<file path="src/rtl/display_pkg.sv">
// Shared definitions for seven-segment display logic.
//   - segment bit order (active-low bus, seg[6]=a ... seg[0]=g)
//   - SEG_BLANK and the 16 hex glyphs
//   - default prescaler divides per board clock
//   - hex_glyph(): nibble-to-glyph lookup
package display_pkg;

  // Segment bit positions on the 7-bit bus.
  localparam int SEG_W = 7;
  localparam int SEG_A = 6;
  localparam int SEG_B = 5;
  localparam int SEG_C = 4;
  localparam int SEG_D = 3;
  localparam int SEG_E = 2;
  localparam int SEG_F = 1;
  localparam int SEG_G = 0;

  // Active-low glyphs: a 0 bit lights the segment.
  localparam logic [SEG_W-1:0] SEG_BLANK = 7'b1111111;
  localparam logic [SEG_W-1:0] GLYPH_0   = 7'b0000001;
  localparam logic [SEG_W-1:0] GLYPH_1   = 7'b1001111;
  localparam logic [SEG_W-1:0] GLYPH_2   = 7'b0010010;
  localparam logic [SEG_W-1:0] GLYPH_3   = 7'b0000110;
  localparam logic [SEG_W-1:0] GLYPH_4   = 7'b1001100;
  localparam logic [SEG_W-1:0] GLYPH_5   = 7'b0100100;
  localparam logic [SEG_W-1:0] GLYPH_6   = 7'b0100000;
  localparam logic [SEG_W-1:0] GLYPH_7   = 7'b0001111;
  localparam logic [SEG_W-1:0] GLYPH_8   = 7'b0000000;
  localparam logic [SEG_W-1:0] GLYPH_9   = 7'b0000100;
  localparam logic [SEG_W-1:0] GLYPH_A   = 7'b0001000;
  localparam logic [SEG_W-1:0] GLYPH_B   = 7'b1100000;
  localparam logic [SEG_W-1:0] GLYPH_C   = 7'b0110001;
  localparam logic [SEG_W-1:0] GLYPH_D   = 7'b1000010;
  localparam logic [SEG_W-1:0] GLYPH_E   = 7'b0110000;
  localparam logic [SEG_W-1:0] GLYPH_F   = 7'b0111000;

  // Cycles per lit digit, giving roughly 1 kHz digit rate per board clock.
  localparam int REFRESH_DIV_50MHZ   = 50000;
  localparam int REFRESH_DIV_100MHZ  = 100000;
  localparam int DEFAULT_REFRESH_DIV = REFRESH_DIV_50MHZ;

  function automatic logic [SEG_W-1:0] hex_glyph(input logic [3:0] nibble);
    logic [SEG_W-1:0] g;
    case (nibble)
      4'h0: g = GLYPH_0;
      4'h1: g = GLYPH_1;
      4'h2: g = GLYPH_2;
      4'h3: g = GLYPH_3;
      4'h4: g = GLYPH_4;
      4'h5: g = GLYPH_5;
      4'h6: g = GLYPH_6;
      4'h7: g = GLYPH_7;
      4'h8: g = GLYPH_8;
      4'h9: g = GLYPH_9;
      4'hA: g = GLYPH_A;
      4'hB: g = GLYPH_B;
      4'hC: g = GLYPH_C;
      4'hD: g = GLYPH_D;
      4'hE: g = GLYPH_E;
      default: g = GLYPH_F;
    endcase
    return g;
  endfunction

endpackage

</file>
<file path="src/rtl/hex7seg_decoder.sv">
// Combinational hex nibble to active-low seven-segment glyph.
//   nibble : in  4  hex digit
//   seg    : out 7  active-low segments, seg[6]=a ... seg[0]=g
module hex7seg_decoder
  import display_pkg::*;
(
  input  logic [3:0]       nibble,
  output logic [SEG_W-1:0] seg
);

  assign seg = hex_glyph(nibble);

endmodule

</file>
<file path="src/rtl/display_scan_ctrl.sv">
// Time-multiplexed scan controller for an N-digit common-anode
// seven-segment bank. A loaded value waits in a shadow register and is
// promoted to the displayed (active) value only at a frame boundary, so a
// frame never mixes old and new digits.
//   clk, rst_n : clock, asynchronous active-low reset
//   en         : in  1  scan enable; 0 blanks and freezes scanning
//   load       : in  1  one-cycle capture request for value
//   value      : in  4*N_DIGITS packed nibbles, digit 0 rightmost
//   blank_lz   : in  1  blank leading zero digits
//   seg        : out 7  active-low segments (registered)
//   an         : out N_DIGITS active-low digit enables (registered)
//   pending    : out 1  shadow holds a value not yet displayed
//   frame_done : out 1  one-cycle pulse at each frame boundary (registered)
module display_scan_ctrl
  import display_pkg::*;
#(
  parameter int N_DIGITS    = 4,
  parameter int REFRESH_DIV = DEFAULT_REFRESH_DIV
) (
  input  logic                  clk,
  input  logic                  rst_n,
  input  logic                  en,
  input  logic                  load,
  input  logic [4*N_DIGITS-1:0] value,
  input  logic                  blank_lz,
  output logic [SEG_W-1:0]      seg,
  output logic [N_DIGITS-1:0]   an,
  output logic                  pending,
  output logic                  frame_done
);

  localparam int PCNT_W = (REFRESH_DIV > 1) ? $clog2(REFRESH_DIV) : 1;
  localparam int IDX_W  = (N_DIGITS > 1) ? $clog2(N_DIGITS) : 1;
  localparam int VAL_W  = 4 * N_DIGITS;

  localparam logic [PCNT_W-1:0]   PCNT_LAST = PCNT_W'(REFRESH_DIV - 1);
  localparam logic [IDX_W-1:0]    IDX_LAST  = IDX_W'(N_DIGITS - 1);
  localparam logic [N_DIGITS-1:0] AN_ONE    = N_DIGITS'(1);

  logic [PCNT_W-1:0] pcnt;
  logic [IDX_W-1:0]  idx;
  logic [VAL_W-1:0]  shadow;
  logic [VAL_W-1:0]  active;
  // Set by the first tick after reset; until then nothing is lit, so the
  // first digit appears together with the first frame boundary.
  logic              lit;

  logic              tick;
  logic              boundary;
  logic [IDX_W-1:0]  idx_nxt;
  logic [VAL_W-1:0]  active_nxt;
  logic              lz_blank;
  logic [3:0]        nibble;
  logic [SEG_W-1:0]  glyph;
  logic              show;

  assign tick     = en && (pcnt == PCNT_LAST);
  assign boundary = tick && (idx == IDX_LAST);

  // Next digit index and displayed value. The output registers are fed
  // from these so an/seg change on the same edge as idx/active.
  // NOTE: every always_comb output gets a default first, so no path leaves
  // it unassigned and no latch is inferred.
  always_comb begin
    idx_nxt    = idx;
    active_nxt = active;
    if (tick) begin
      idx_nxt = boundary ? '0 : idx + IDX_W'(1);
    end
    if (boundary) begin
      // A load landing on the boundary wins over the older shadow.
      if (load) begin
        active_nxt = value;
      end else if (pending) begin
        active_nxt = shadow;
      end
    end
  end

  // Leading-zero mask: digit i>0 blanks when nibbles i..N-1 are all zero.
  always_comb begin
    logic zero_above;
    zero_above = 1'b1;
    lz_blank   = 1'b0;
    for (int i = N_DIGITS - 1; i >= 1; i--) begin
      zero_above = zero_above && (active_nxt[4*i +: 4] == 4'h0);
      if (int'(idx_nxt) == i) begin
        lz_blank = blank_lz && zero_above;
      end
    end
  end

  assign nibble = active_nxt[4*int'(idx_nxt) +: 4];

  hex7seg_decoder u_decoder (
    .nibble (nibble),
    .seg    (glyph)
  );

  assign show = en && (lit || tick) && !lz_blank;

  // NOTE: state registers use non-blocking assignments so every register
  // samples pre-edge values regardless of statement order.
  always_ff @(posedge clk or negedge rst_n) begin
    if (!rst_n) begin
      pcnt       <= '0;
      idx        <= IDX_LAST;
      shadow     <= '0;
      active     <= '0;
      pending    <= 1'b0;
      lit        <= 1'b0;
      frame_done <= 1'b0;
      an         <= '1;
      seg        <= SEG_BLANK;
    end else begin
      if (en) begin
        pcnt <= tick ? '0 : pcnt + PCNT_W'(1);
      end
      idx        <= idx_nxt;
      active     <= active_nxt;
      lit        <= lit || tick;
      frame_done <= boundary;

      if (load && !boundary) begin
        shadow  <= value;
        pending <= 1'b1;
      end else if (boundary) begin
        pending <= 1'b0;
      end

      an  <= show ? ~(AN_ONE << idx_nxt) : '1;
      seg <= show ? glyph : SEG_BLANK;
    end
  end

endmodule

</file>
<file path="config.mk">
export PLATFORM = sky130hd
export DESIGN_NAME = display_scan_ctrl
export DESIGN_NICKNAME = d
export VERILOG_FILES = /design/src/rtl/display_pkg.sv /design/src/rtl/hex7seg_decoder.sv /design/src/rtl/display_scan_ctrl.sv
export SDC_FILE = /design/constraint.sdc
export NUM_CORES = 1
export LEC_CHECK = 0
export CAP_MARGIN = 20
export CORE_MARGIN = 2
export CORE_UTILIZATION = 30
export CTS_CLUSTER_DIAMETER = 100
export CTS_CLUSTER_SIZE = 14
export DETAILED_ROUTE_END_ITERATION = 6
export REMOVE_ABC_BUFFERS = 1
export SYNTH_ARGS = -nofsm -noshare
export SYNTH_HDL_FRONTEND = slang
export SYNTH_SLANG_ARGS = --single-unit
</file>
<file path="constraint.sdc">
create_clock -name clk -period 7.3 [get_ports clk]
set_input_delay 1.46 -clock clk [delete_from_list [all_inputs] [get_ports clk]]
set_output_delay 1.46 -clock clk [all_outputs]
set_load 0.01 [all_outputs]
</file>
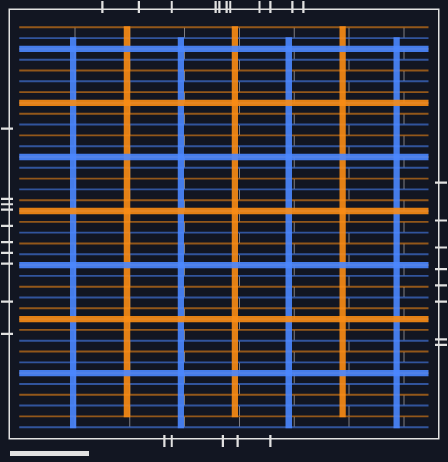
Figure 1: power grid.
Scale bar: 20 um. Pins as bars on the die edge. Tap cells in gray.
VDD: in orange. VSS: in blue.
The core has 37 rows. 7 straps on met5. 7 straps on met4.

==> changes_impl.md <==
### Metrics

- Status: finished, final reports clean
- Worst R2R Path Depth: 10
- Non-clk buf share: under 10%
- Buf/Inv on CP: 2
- Total Routed Length: ~7300 um
- Ports: 34
- Clock network power: 0.273 mW
- Top cells by area: dfrtp_1 (40%), dfstp_2 (11%), mux2_2 (5.9%), a221o_1 (3.1%), nand2_1 (3.0%)
- Number of synthesized flops with an enable pin: 0
- Period utilization: between 60% and 70%
- Total power: 0.757 mW
- Comb area leader: simple AND/OR/NAND/NOR gates
- Worst Hold Path EP: lit
- Placed cell area: around 3700 um2
- Ys flops: 64
- Top Layer Used: met4
- Via count: between 2,000 and 2,500
- Setup crit start: en
- CP Class: in -> reg
- Yosys warnings: 0
- Final critical-path required period: approximately 4.8 ns
- R2R Path Start: pcnt[10]
- Sw Share: 28.0%
- OpenROAD warning count: 29
- Combinational Area: roughly 1500 um2
- XORs/XNORs by Area: 4.34%
- Crit start category: input pin
- Unrepaired setup endpoints after global routing: false
- Top cell excl fill/tap: dfrtp_1
- Max-slew headroom at the worst pin: 31.8%
- Seq group: between 0.4 and 0.5 mW
- Area growth from synthesis to layout: 19.6%
- Synth Area in Compound Gates: between 10% and 20%
- Flops: between 60 and 70
- Setup WS pre-CTS: 2.12 ns
- CP endpoint: seg[4]
- Root Driver: clkbuf_8
- Maxcap violations: 0
- FF/Latch Area: approximately 1600 um2
- Worst skew pair latency: 0.36 ns
- Async SR Flop Fraction: 100%
- Final Wtd Congestion: approximately 0.84
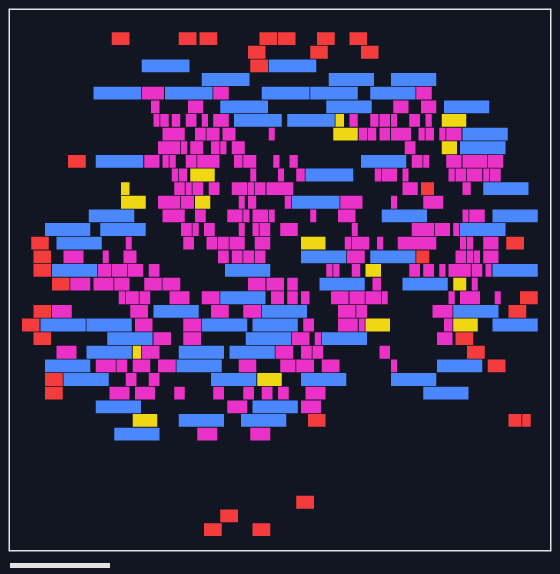
Figure 2: placed cells, one color a class.
Scale bar: 20 um.
registers: in blue, cells 64. remaining buffers and delay cells: in red, cells 36. remaining logic cells: in magenta, cells 215. clock drivers and dummy loads: in yellow, cells 16.
Core ar.: 10,400 um2
final core utilization: 37.2%
Finished Cell Area: 3860 um2
sequential share of cell area: 41.9%
row count: 37

Power and IR drop assume default switching activity.
